==> images/met1.png <==
Scale bar: 20 um. Cells faint in the background.
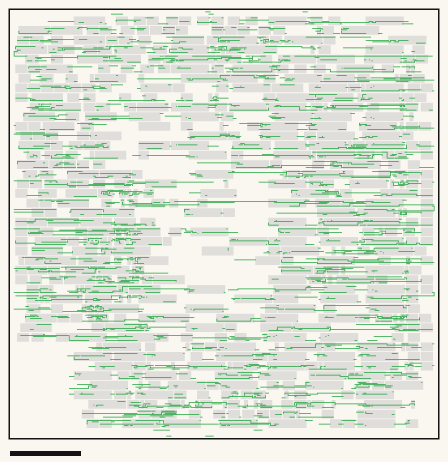
==> images/met2.png <==
Scale bar: 20 um. Cells faint in the background.
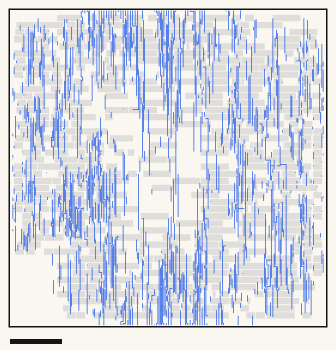
==> images/met3.png <==
Scale bar: 20 um. Cells faint in the background.
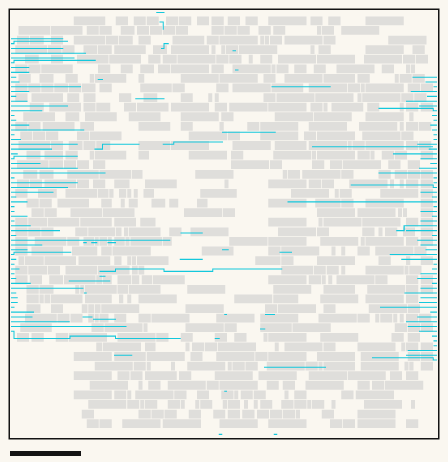
==> images/met4.png <==
Scale bar: 20 um.
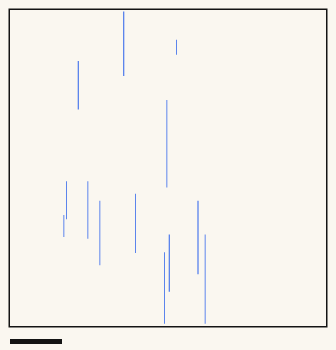
--- src/rtl/fpadd_issuer.sv ---
// fpadd_issuer: request-side sequencer for the floating-point adder.
// Buffers operand pairs in a 2-entry FIFO, issues them to the adder with a
// one-cycle Go pulse, waits for a fresh Result handshake and captures Sum
// into a single output register. A watchdog drops operations whose Result
// never arrives and raises a sticky TimeoutErr.
// Optional feature: define FPADD_ISSUER_ZERO_BYPASS_EN to resolve pairs with
// a zero operand directly in IDLE, without involving the adder.
module fpadd_issuer #(
  parameter int EXPBITS      = 8,
  parameter int MANTISSABITS = 23,
  parameter int WIDTH        = 1 + EXPBITS + MANTISSABITS,
  parameter int TIMEOUT      = 64
) (
  input  logic             Clock,
  input  logic             Reset,
  input  logic             InValid,
  output logic             InReady,
  input  logic [WIDTH-1:0] InA,
  input  logic [WIDTH-1:0] InB,
  output logic [WIDTH-1:0] OpA,
  output logic [WIDTH-1:0] OpB,
  output logic             Go,
  input  logic             Result,
  input  logic [WIDTH-1:0] Sum,
  output logic             OutValid,
  input  logic             OutReady,
  output logic [WIDTH-1:0] OutSum,
  output logic             TimeoutErr,
  input  logic             ErrClr,
  output logic             Busy
);

  localparam int              CNTW    = $clog2(TIMEOUT);
  localparam logic [CNTW-1:0] WD_LAST = CNTW'(TIMEOUT - 1);

  typedef enum logic [1:0] {
    IDLE     = 2'd0,
    ISSUE    = 2'd1,
    WAITLOW  = 2'd2,
    WAITHIGH = 2'd3
  } state_t;

  state_t            state;
  state_t            state_nxt;

  logic [WIDTH-1:0]  fifo_a [2];
  logic [WIDTH-1:0]  fifo_b [2];
  logic              wr_ptr;
  logic              rd_ptr;
  logic [1:0]        count;
  logic [WIDTH-1:0]  head_a;
  logic [WIDTH-1:0]  head_b;

  logic [CNTW-1:0]   wd_cnt;

  logic              push;
  logic              pop;
  logic              capture;
  logic              expire;
  logic              bypass;
  logic [WIDTH-1:0]  bypass_sum;

  assign head_a  = fifo_a[rd_ptr];
  assign head_b  = fifo_b[rd_ptr];

  // InReady looks only at the registered count, never at a same-cycle pop.
  assign InReady = (count != 2'd2);
  assign push    = InValid && InReady;
  assign pop     = capture || expire || bypass;

  assign OpA     = (count != 2'd0) ? head_a : '0;
  assign OpB     = (count != 2'd0) ? head_b : '0;
  assign Go      = (state == ISSUE);
  assign Busy    = (state != IDLE) || (count != 2'd0);

`ifdef FPADD_ISSUER_ZERO_BYPASS_EN
  localparam int MAGW = EXPBITS + MANTISSABITS;

  // Zero means exponent and mantissa clear; the sign bit is ignored.
  logic a_zero;
  logic b_zero;
  assign a_zero = (head_a[MAGW-1:0] == '0);
  assign b_zero = (head_b[MAGW-1:0] == '0);
`endif

  // State register.
  // NOTE: sequential state is always written with <= so every flop samples
  // the pre-edge values of its peers, independent of process ordering.
  always_ff @(posedge Clock or negedge Reset) begin
    if (!Reset) state <= IDLE;
    else        state <= state_nxt;
  end

  // Next-state and per-cycle control decisions.
  always_comb begin
    // NOTE: every signal driven here gets a default first, so no path can
    // leave one unassigned and infer a latch.
    state_nxt  = state;
    capture    = 1'b0;
    expire     = 1'b0;
    bypass     = 1'b0;
    bypass_sum = '0;
    case (state)
      IDLE: begin
        if (count != 2'd0 && !OutValid) begin
`ifdef FPADD_ISSUER_ZERO_BYPASS_EN
          if (a_zero) begin
            bypass     = 1'b1;
            bypass_sum = head_b;
          end else if (b_zero) begin
            bypass     = 1'b1;
            bypass_sum = head_a;
          end else begin
            state_nxt  = ISSUE;
          end
`else
          state_nxt = ISSUE;
`endif
        end
      end
      ISSUE: state_nxt = WAITLOW;
      WAITLOW: begin
        // A Result still high here belongs to the previous operation.
        if (wd_cnt == WD_LAST) begin
          expire    = 1'b1;
          state_nxt = IDLE;
        end else if (!Result) begin
          state_nxt = WAITHIGH;
        end
      end
      WAITHIGH: begin
        // A capture on the expiry cycle takes priority over the watchdog.
        if (Result) begin
          capture   = 1'b1;
          state_nxt = IDLE;
        end else if (wd_cnt == WD_LAST) begin
          expire    = 1'b1;
          state_nxt = IDLE;
        end
      end
      default: state_nxt = IDLE;
    endcase
  end

  // Watchdog: zeroed while issuing, counts every waiting cycle.
  always_ff @(posedge Clock or negedge Reset) begin
    if (!Reset) begin
      wd_cnt <= '0;
    end else if (state == ISSUE) begin
      wd_cnt <= '0;
    end else if (state == WAITLOW || state == WAITHIGH) begin
      wd_cnt <= wd_cnt + CNTW'(1);
    end
  end

  // Operand storage, written on push only.
  // NOTE: the storage array has no reset; count qualifies every read, so
  // stale contents are never observable and need no clearing.
  always_ff @(posedge Clock) begin
    if (push) begin
      fifo_a[wr_ptr] <= InA;
      fifo_b[wr_ptr] <= InB;
    end
  end

  // FIFO pointers and occupancy; simultaneous push and pop leave count alone.
  always_ff @(posedge Clock or negedge Reset) begin
    if (!Reset) begin
      wr_ptr <= 1'b0;
      rd_ptr <= 1'b0;
      count  <= 2'd0;
    end else begin
      if (push) wr_ptr <= ~wr_ptr;
      if (pop)  rd_ptr <= ~rd_ptr;
      if (push && !pop)      count <= count + 2'd1;
      else if (pop && !push) count <= count - 2'd1;
    end
  end

  // Output register: loaded by capture or bypass, released by the handshake.
  always_ff @(posedge Clock or negedge Reset) begin
    if (!Reset) begin
      OutValid <= 1'b0;
      OutSum   <= '0;
    end else if (capture) begin
      OutValid <= 1'b1;
      OutSum   <= Sum;
    end else if (bypass) begin
      OutValid <= 1'b1;
      OutSum   <= bypass_sum;
    end else if (OutValid && OutReady) begin
      OutValid <= 1'b0;
    end
  end

  // Sticky watchdog flag; a new expiry beats a simultaneous clear.
  always_ff @(posedge Clock or negedge Reset) begin
    if (!Reset)       TimeoutErr <= 1'b0;
    else if (expire)  TimeoutErr <= 1'b1;
    else if (ErrClr)  TimeoutErr <= 1'b0;
  end

endmodule

--- config.mk ---
export PLATFORM = sky130hd
export DESIGN_NAME = fpadd_issuer
export DESIGN_NICKNAME = d
export VERILOG_FILES = /design/src/rtl/fpadd_issuer.sv
export SDC_FILE = /design/constraint.sdc
export NUM_CORES = 1
export LEC_CHECK = 0
export ABC_CLOCK_PERIOD_IN_PS = 4500
export CAP_MARGIN = 20
export CORE_UTILIZATION = 47
export DETAILED_ROUTE_END_ITERATION = 12
export PLACE_DENSITY = 0.8
export SYNTH_ARGS = -nofsm -noshare
export SYNTH_HDL_FRONTEND = slang
export SYNTH_SLANG_ARGS = --single-unit
--- constraint.sdc ---
create_clock -name Clock -period 4.5 [get_ports Clock]
set_input_delay 0.9 -clock Clock [delete_from_list [all_inputs] [get_ports Clock]]
set_output_delay 0.9 -clock Clock [all_outputs]
set_load 0.02 [all_outputs]
==> summary.txt <==
impl run done, here's what came out: Finished Core Util 68.7%, max-slew violations 0, critical path required time 3.60 ns, grt met1 use ~22%, TritonCTS Buffers 17, Die Wd around 120 um, Syn Std Cell Area roughly 6700 um2, HP Class primary input to asynchronous set/reset pin, Hold Buf Count CTS 0, CTS tree yes, crit path time final ~3.3 ns, Wirelength per Cell approximately 17 um, vias in the first global route roughly 4200, period utilization 74.2%, tool warnings 26, Clock Skews between 0.007 and 0.008 ns, yosys warns 0, Non-Filler Instances 802, Yosys top cell area share 57.4%, grt total ovfl 0, Post-route DRC 0, sequential share of power between 30% and 40%, Worst slew margin 45.3%, switching share of total power between 30% and 40%, Syn Nets a little over 500, worst setup path class flop to output pin, ANT nets after route 0, Chip Area, Yosys 6700 um2, Root Buffer clkbuf_16, IO buf count about 200, initial antenna violation count 0, outcome finished, final reports clean, post-CTS repair timing setup buffer count 0, Top Usage Layer GRT met2, Top Layout Cells clkdlybuf4s50_1 (201), edfxtp_1 (128), nor2_1 (68), worst-path fanout max 36, layout net count between 700 and 800, Synth flops roughly 170, DR pass1 iterations 4, Max Root-Sink Buffers 2, Setup violations, final 0, most instantiated logic cell after routing clkdlybuf4s50_1, num rows 43, Startpoint Class flop, first-pass GRT wire length roughly 21000 um, GRT Total Usage 19.2%, area of the die around 15000 um2, I/O pins 203, Final Instance Area 9540 um2, Init Core Util 48.3%, diode count 0, Yosys cell types 28, initial DRC count about 250, Comb pwr share between 40% and 50%, die span in y approximately 120 um, drt via density slightly above 5, max-cap viol count 0, total negative slack 0 ns, Pleak roughly 3.7 nW, area grow syn2layout 42.4%, register share after synthesis 74.5%, Worst Setup End Kind output pin, RSZ-0062 raised after global routing false, clk slew on worst S/H paths 0.06 ns, final hold vios 0, GP Congestion between 0.7 and 0.8, worst slew pin tran 0.820 ns, post-cts sizing count 0, H-tree depth 4, clk ins delay skew pair 0.42 ns, dpl hpwl 9250 um, yosys stat cell total 400, Synth area leaders edfxtp_1 (57%), dfrtp_1 (17%), mux2i_1 (9.6%), mux2_2 (4.5%), nor2_1 (3.9%), Placed Cells just under 800, Net Switching 2.36 mW, Tot Pwr ~7 mW, area leader, netlist edfxtp_1, syn avg cell area between 15 and 20 um2, P_int ~4.6 mW, core area between 10000 and 15000 um2, largest net degree at the start of global routing approximately 47, Peak VDD IR 336 uV, layout cells sized above 1 between 10% and 20%, cell area after placement between 8000 and 9000 um2, Max Clock Freq 299 MHz, Clock power frac a little over a fifth, CP arrival between 2 and 2.5 ns, Power per Cell Area 730 nW/um2, Clock Sinks approximately 170, Mapped Cells roughly 400
-- met1.png (at the start) --
wire length on this layer: 5480 um
main direction: horizontal
nets with wire on the layer: 604
longest straight run: 39.1 um

-- met2.png (at the start) --
share of all routed wire: 49%
wire length on this layer: 6590 um
main direction: vertical
longest straight run: 42.8 um
nets with wire on the layer: 639
met2 usage: 31.5%
DRT Wirelength: 13600 um
routed via count: 4061

-- met3.png (at the start) --
nets with wire on the layer: 137
main direction: horizontal
longest straight run: 44.9 um
GR Util met3: 8.13%

-- met4.png (at the start) --
longest straight run: 34.0 um
wire length on this layer: 284 um
share of all routed wire: 2.1%
nets with wire on the layer: 10

## stage by stage
stage / hold WS, ns / setup slack (ns)
after floorplan: 0.461 / 0.341
after global placement: 0.488 / 1.59
after detailed placement: 0.493 / 1.55
after CTS: 0.509 / 1.09
after global routing: 0.338 / 1.02
final: 0.345 / 1.16
## worst max-delay path, stage by stage (launching register included)
cell             delay, ns
dfrtp_1               0.47
nor2_4                0.61
buf_12                0.28
nor2_1                0.10
clkdlybuf4s50_1       0.54
## power by group through the flow
stage	combinational [mW]	sequential, mW	clock [mW]
final	2.96	2.52	1.48
after global placement	2.93	2.53	0
after floorplan	1.53	2.63	0
after detailed placement	2.98	2.55	0
after global routing	3.15	2.58	1.57
after CTS	2.99	2.53	1.51
## state kept, by name, summed over array words and instances, names as in the netlist
signal,count
count,2
wr_ptr,1
wd_cnt,6
fifo_b,64
OutValid,1
TimeoutErr,1
rd_ptr,1
state,2
fifo_a,64
OutSum,32
## cell type report
type	count	area (um2)
clock buffer	19	433
clock inverter	13	171
fill	960	4340
inverter	6	22.5
multi-input combinational	202	1580
sequential	174	5000
tap	180	225
timing repair buffer	208	2110
## layer usage
layer / share of wire (%) / routed length (um) / vias to the layer above
li1: - / - / 1889
met2: 49 / 6590 / 168
met3: 9.0 / 1220 / 28
met1: 40 / 5480 / 1976
met5: 0 / 0 / -
met4: 2.1 / 283 / 0
## path summary, 6_finish.rpt
kind / to / slack, ns / cells past startpoint / start
max: OpA[12] / 1.16 / 4 / count[0]$_DFFE_PN0P_
min: OutSum[19]$_DFFE_PN0P_ / 0.34 / 1 / Reset
max reg2reg: fifo_a[1][5]$_DFFE_PP_ / 2.43 / 3 / count[0]$_DFFE_PN0P_
min reg2reg: OutSum[0]$_DFFE_PN0P_ / 0.51 / 1 / OutSum[0]$_DFFE_PN0P_
max in group asynchronous: rd_ptr$_DFFE_PN0P_ / 3.67 / 2 / Reset
min in group Clock: OutSum[0]$_DFFE_PN0P_ / 0.51 / 1 / OutSum[0]$_DFFE_PN0P_
## synthesized netlist by cell type
master	number
mux2i_1	64
o31ai_4	1
mux2_2	27
nand2b_1	2
ha_1	2
inv_1	6
nand4_4	1
nor2_1	70
buf_6	3
buf_4	6
o31ai_1	1
xnor2_1	3
edfxtp_1	128
o32ai_1	2
o211ai_1	1
o21ai_0	6
nand3_1	3
and3_1	1
buf_2	8
a22o_1	1
mux2_4	5
nand2_1	6
nand4_1	1
and2_1	1
dfrtp_1	46
clkbuf_1	1
xor2_1	3
nand3_4	1
## logic make-up after synthesis
family,synth area share [%]
and+or+nand+nor,5.53
AOI/OAI and AO/OA,1.38
muxes,15.2
xor gates and xnor gates,0.784
buffers and inverters,2.17
DFF,74.5
adders and majority gates,0.373
Power is estimated from default activity; no workload was simulated.
